Design burst_sweep_ctrl, sky130hd; sources not shown.
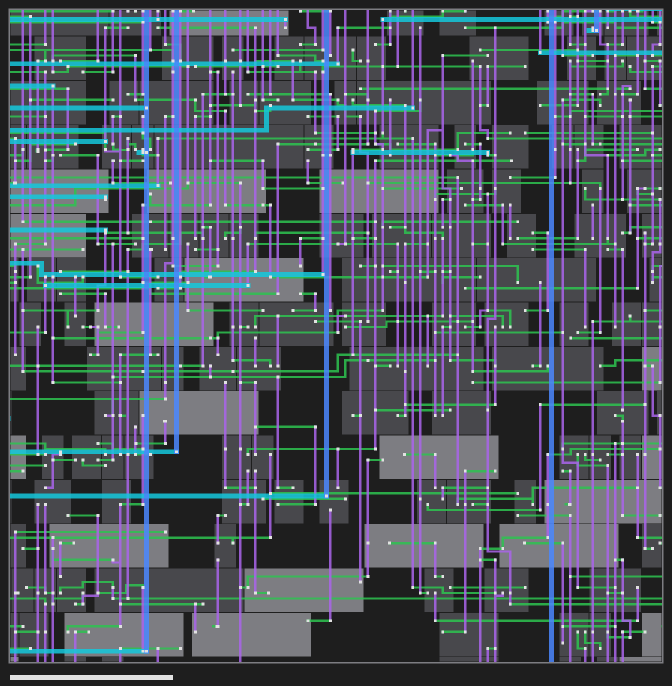
**Above:** run 1 (close-up of the layout).
Bar = 10 um. Window x 39 to 79, y 16 to 56 um. Cells in gray, sequential cells in the stronger gray; small squares are vias.
Cyan stands for metal 3. Green stands for metal 1. Blue stands for metal 4. Purple stands for metal 2.
Sequential cells in the window: 16. 120 logic cells have their middle in the window. Most frequent: dfxtp_1 (16), nand2_1 (11), a21oi_1 (10).

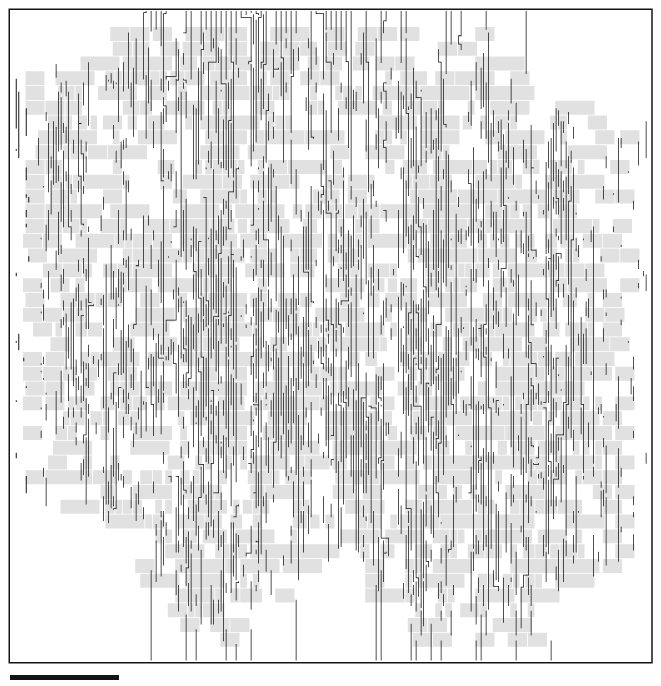
**Above:** run 1 (M2 wires).
Bar = 20 um.
751 nets have wire on it. The wires run mostly vertical. The layer holds 46% of the routed length.
vias post-DR: 5693
GR Util met2: 39.4%
Routed WL: 17000 um

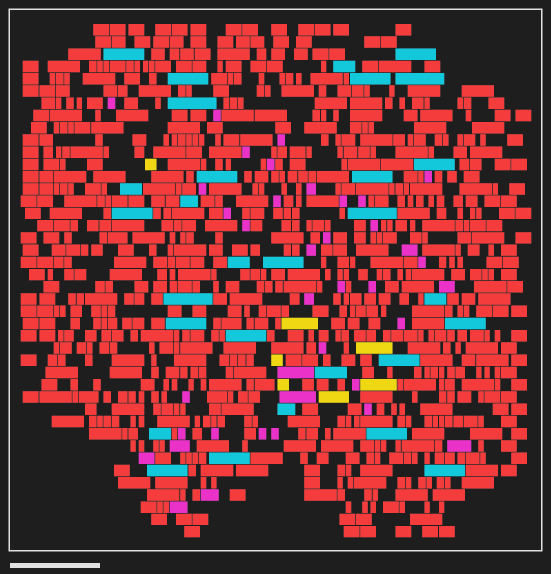
**Above:** run 1 (drive-strength map).
Bar = 20 um.
Red stands for _0 and _1 cells, cells 794, share 91%. Magenta stands for _2 cells, cells 38, share 4.4%. Cyan stands for _6 and larger, cells 29, share 3.3%. Yellow stands for _3 and _4 cells, cells 7, share 0.81%.
Buffers excl. clock: 199
P&R area growth vs syn: 39.6%
post-route cell area: 7990 um^2
setup ws final: 2.26 ns

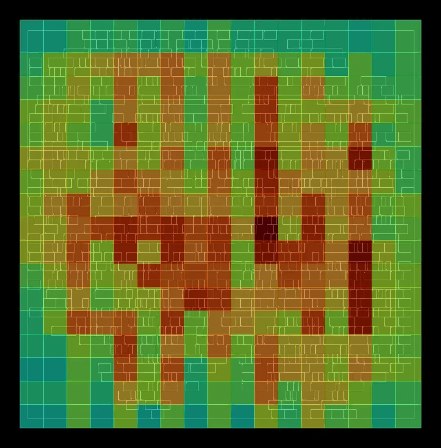
**Above:** run 1 (routing congestion map).
grt peak-use layer: met2
final core utilization: 61.6%

==> metrics.yaml, run 1 <==
outcome: "finished, final reports clean"
power_uw: 2490
tapCellCount: 176
ys_warn_count: 0
rsz0062_at_grt: "false"
post_drt_wl_per_cell_um: 16.3
clock_path_buffers: 2
worst_pin_slew_ns: 0.662
cts_made_buffers: 17
seq_share_pct: 29.6
finClkSkew_ns: 0.00686
p_per_area_nw_per_um2: 312
finalMaxSlewViolations: 0
ant_nets: 0
drc: 0
max_clock_freq_mhz: 340
num-fill-cells: 1174
comb_area_um2: 3050
cp_cell_sequence: "clkdlybuf4s50_1, clkbuf_1, clkbuf_1, clkbuf_1, a21oi_1"
dp_hpwl_um: 12300
p_seq_share_pct: 38.5
clk_pin_slew_ns: 0.05
fp_util_pct: 44.1
arrival_ns: 3.22
layout.nonclk_buf_share_pct: 21.2
nets: 924
drt-initial-drc-count: 535
cts.sink_count: 118
period_needed_ns: 2.94
viasPerCell: 5.45
yosys_area_um2: 5730
ioPinCount: 141
gp_congestion: 0.910
seq_area_um2: 2360
intPower_uw: 1920
crit_fanout: 10
row_count: 42
ys_ff: 118
grt_remaining_overflow: 0
clock_latency_ns: 0.43
grt_pass1_wl_um: 28100
run 1: layer usage:
metal	track usage [%]	wire length, um	vias up
li1	-	-	2790
met1	31.5	7120	2636
met2	39.4	7910	230
met3	7.46	1490	37
met4	11.7	531	0
met5	0	0	-
run 1: cell usage after synthesis (12+ instances only):
cell | number | area, um^2
or3_1 | 12 | 75.1
o21ai_0 | 17 | 85.1
nand2_1 | 125 | 469
a21oi_1 | 77 | 385
xor2_1 | 27 | 236
nor3_1 | 12 | 60.1
nor2_1 | 50 | 188
nand3_1 | 21 | 105
buf_2 | 20 | 100
a211oi_1 | 16 | 120
clkbuf_1 | 32 | 120
xnor2_1 | 13 | 114
dfxtp_1 | 118 | 2360
run 1: through the flow:
step / cells / area (um^2) / setup WS (ns)
floorplan: 696 / 5730 / 2.93
global placement: 1012 / 7350 / 1.90
detailed placement: 1012 / 7350 / 1.87
CTS: 1044 / 7990 / 2.26
global route: 1044 / 7990 / 2.09
finish: 1044 / 7990 / 2.26
run 1: critical path: cells and delay by family:
kind	cells	cell delay [ns]
buf+inv	4	2.08
compound gates	1	0.09
run 1: logic make-up (layout without fill, tap and decap cells):
kind of cell / count (synthesis) / in the layout / share of synthesized area, %
AND-OR/OR-AND: 171 / 171 / 18.5
AND/OR/NAND/NOR: 285 / 285 / 24.2
XOR/XNOR: 40 / 40 / 6.12
flip-flops: 118 / 118 / 41.3
multiplexers: 13 / 13 / 3.41
buffers and inverters: 64 / 236 / 5.40
adder cells (fa/ha/maj): 5 / 5 / 1.09
run 1: power groups by stage:
stage	combinational (uW)	clock [uW]	sequential (uW)
after global placement	260	0	976
after CTS	264	1280	959
after detailed placement	263	0	977
final	263	1270	959
after global routing	288	1320	962
after floorplan	116	0	993
**Run 1: the metal 1 layer**

Bar = 20 um. Supply wires on this layer in gray.
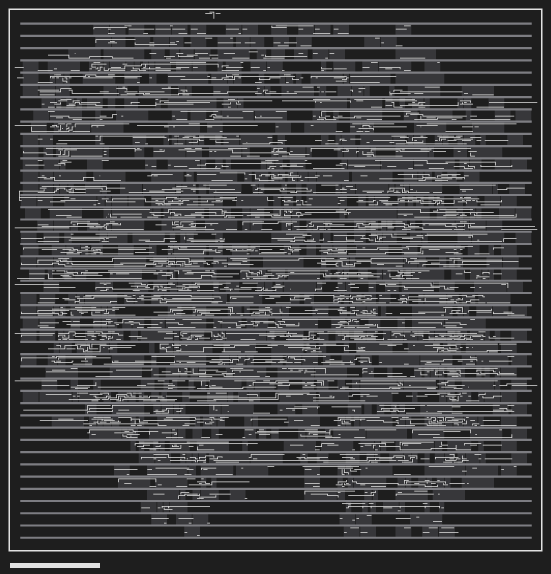

==> run 1 -> run 2 <==
--- a/config.mk
+++ b/config.mk
@@ -10,7 +10,7 @@
 export DIE_AREA = 0 0 118 120
 export GPL_TIMING_DRIVEN = 0
 export HOLD_SLACK_MARGIN = 0.05
-export PLACE_DENSITY = 0.76
+export PLACE_DENSITY = 0.79
 export SKIP_CTS_REPAIR_TIMING = 1
 export SLEW_MARGIN = 25
 export SYNTH_ARGS = -nofsm -noshare
==> constraint.sdc (replaced) <==
create_clock -name clk -period 2.7 [get_ports clk]
set_input_delay 0.54 -clock clk [delete_from_list [all_inputs] [get_ports clk]]
set_output_delay 0.54 -clock clk [all_outputs]
set_load 0.02 [all_outputs]
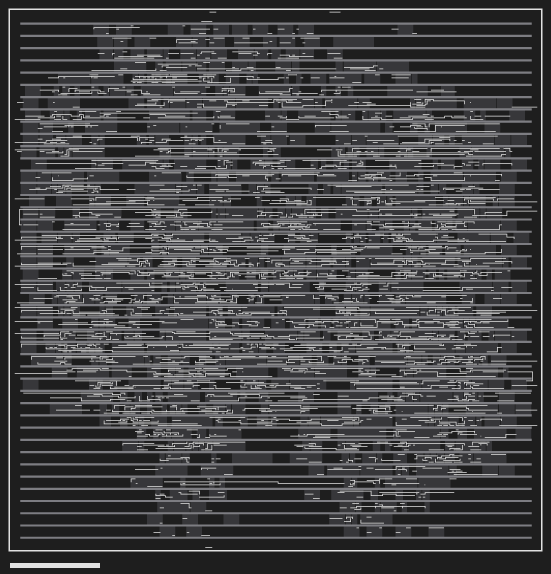
**Above:** run 2 (the metal 1 layer).
Bar = 20 um. Supply wires on this layer in gray.
The layer carries 7370 um of wire. The layer holds 42% of the routed length. 840 nets have wire on it. The wires run mostly horizontal.
vias post-DR: 5731
Routed WL: 17300 um
met1 Usage GRT: 30.8%

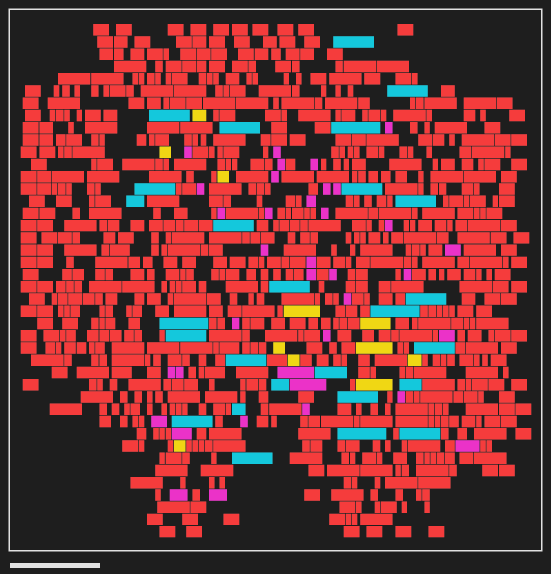
**Above:** run 2 (drive-strength map).
Bar = 20 um.
Yellow stands for _3 and _4 cells, cells 11, share 1.3%. Cyan stands for _6 and larger, cells 26, share 3.0%. Magenta stands for _2 cells, cells 36, share 4.1%. Red stands for _0 and _1 cells, cells 795, share 92%.
P&R area growth vs syn: 39.2%
post-route cell area: 7970 um^2
setup ws final: 0.273 ns

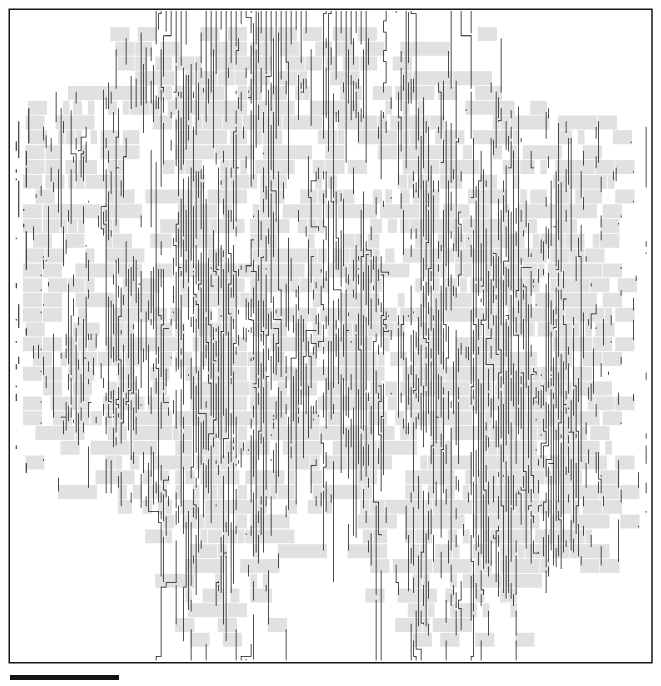
**Above:** run 2 (M2 wires).
Bar = 20 um.
The longest straight run is 37.7 um. The layer carries 8180 um of wire.
GR Util met2: 41.4%

==> run 2 against run 1 <==
Core utilization is 0.15 points lower; critical path depth up 2; final cell count is the same; via count is 0.67% higher; sequential share of layout area is 0.074 points higher; critical endpoint is now state[2]; largest cell class unchanged.
==> metrics.yaml, run 2 <==
outcome: "finished, final reports clean"
top_area_cell: "dfxtp_1"
power_uw: 4750
clock_latency_ns: 0.42
clock_path_buffers: 2
arrival_ns: 2.70
intPower_uw: 3600
grt_pass1_wl_um: 28400
drt-initial-drc-count: 486
period_needed_ns: 2.43
p_seq_share_pct: 38.8
ant_nets: 0
cts.sink_count: 118
fp_util_pct: 44.1
cpLargestDelayFamily: "simple AND/OR/NAND/NOR gates"
top_cell: "nand2_1"
top_cells_by_count: "nand2_1 (125), dfxtp_1 (118), a21oi_1 (77)"
ys_warn_count: 0
nets: 924
finClkSkew_ns: 0.00672
finalMaxSlewViolations: 0
viasPerCell: 5.49
dp_hpwl_um: 12100
topCellsByArea: "dfxtp_1 (41%), nand2_1 (8.2%), a21oi_1 (6.7%)"
path_buffers: 2
ys_ff: 118
cts_made_buffers: 17
dp.cells: 1012
synth_top_area_share_pct: 41.3
crit_fanout: 10
rsz0062_at_grt: "false"
post-route-util_pct: 61.4
==> run 2: stage by stage <==
| stage | setup slack [ns] | hold slack [ns] |
|---|---|---|
| after CTS | 0.252 | 0.458 |
| after floorplan | 0.934 | 0.436 |
| after global routing | 0.166 | 0.480 |
| after global placement | -0.0917 | 0.445 |
| final | 0.273 | 0.462 |
| after detailed placement | -0.110 | 0.448 |
==> run 2: area by class of cell <==
cell class / count / area, um^2
plain buffers: 59 / 290
clock buffers: 20 / 447
clock inverters: 12 / 176
fillers: 1117 / 5010
inverters: 5 / 18.8
multi-input cells: 514 / 3050
flip-flops and latches: 118 / 2360
well taps: 176 / 220
repair buffers: 140 / 1400
==> run 2: logic make-up (layout without fill, tap and decap cells) <==
logic type	after synthesis	after routing	share of synthesized area [%]
buffers and inverters	64	236	5.40
adders and majority gates	5	5	1.09
AOI/OAI and AO/OA	171	171	18.5
xor gates and xnor gates	40	40	6.12
DFF	118	118	41.3
and+or+nand+nor	285	285	24.2
muxes	13	13	3.41
==> run 2: worst register-to-register path, cell delays in order (launching register included) <==
cell	delay [ns]
dfxtp_1	0.33
xor2_1	0.16
nor4_1	0.56
nand4_1	0.38
clkbuf_1	0.32
a31oi_1	0.25
a211oi_1	0.10
==> run 2: routing by layer <==
layer	GRT usage (%)	up-vias	wire [um]
li1	-	2787	-
met4	12.7	0	535
met5	0	-	0
met2	41.4	267	8180
met1	30.8	2636	7370
met3	6.13	41	1260
==> run 2: power groups by stage <==
stage               logic (uW)  registers [uW]  clock network [uW]
finish                     509            1850                2400
global route               554            1850                2490
CTS                        509            1850                2410
detailed placement         504            1880                   0
global placement           499            1880                   0
floorplan                  223            1910                   0
Power and IR drop assume default switching activity.
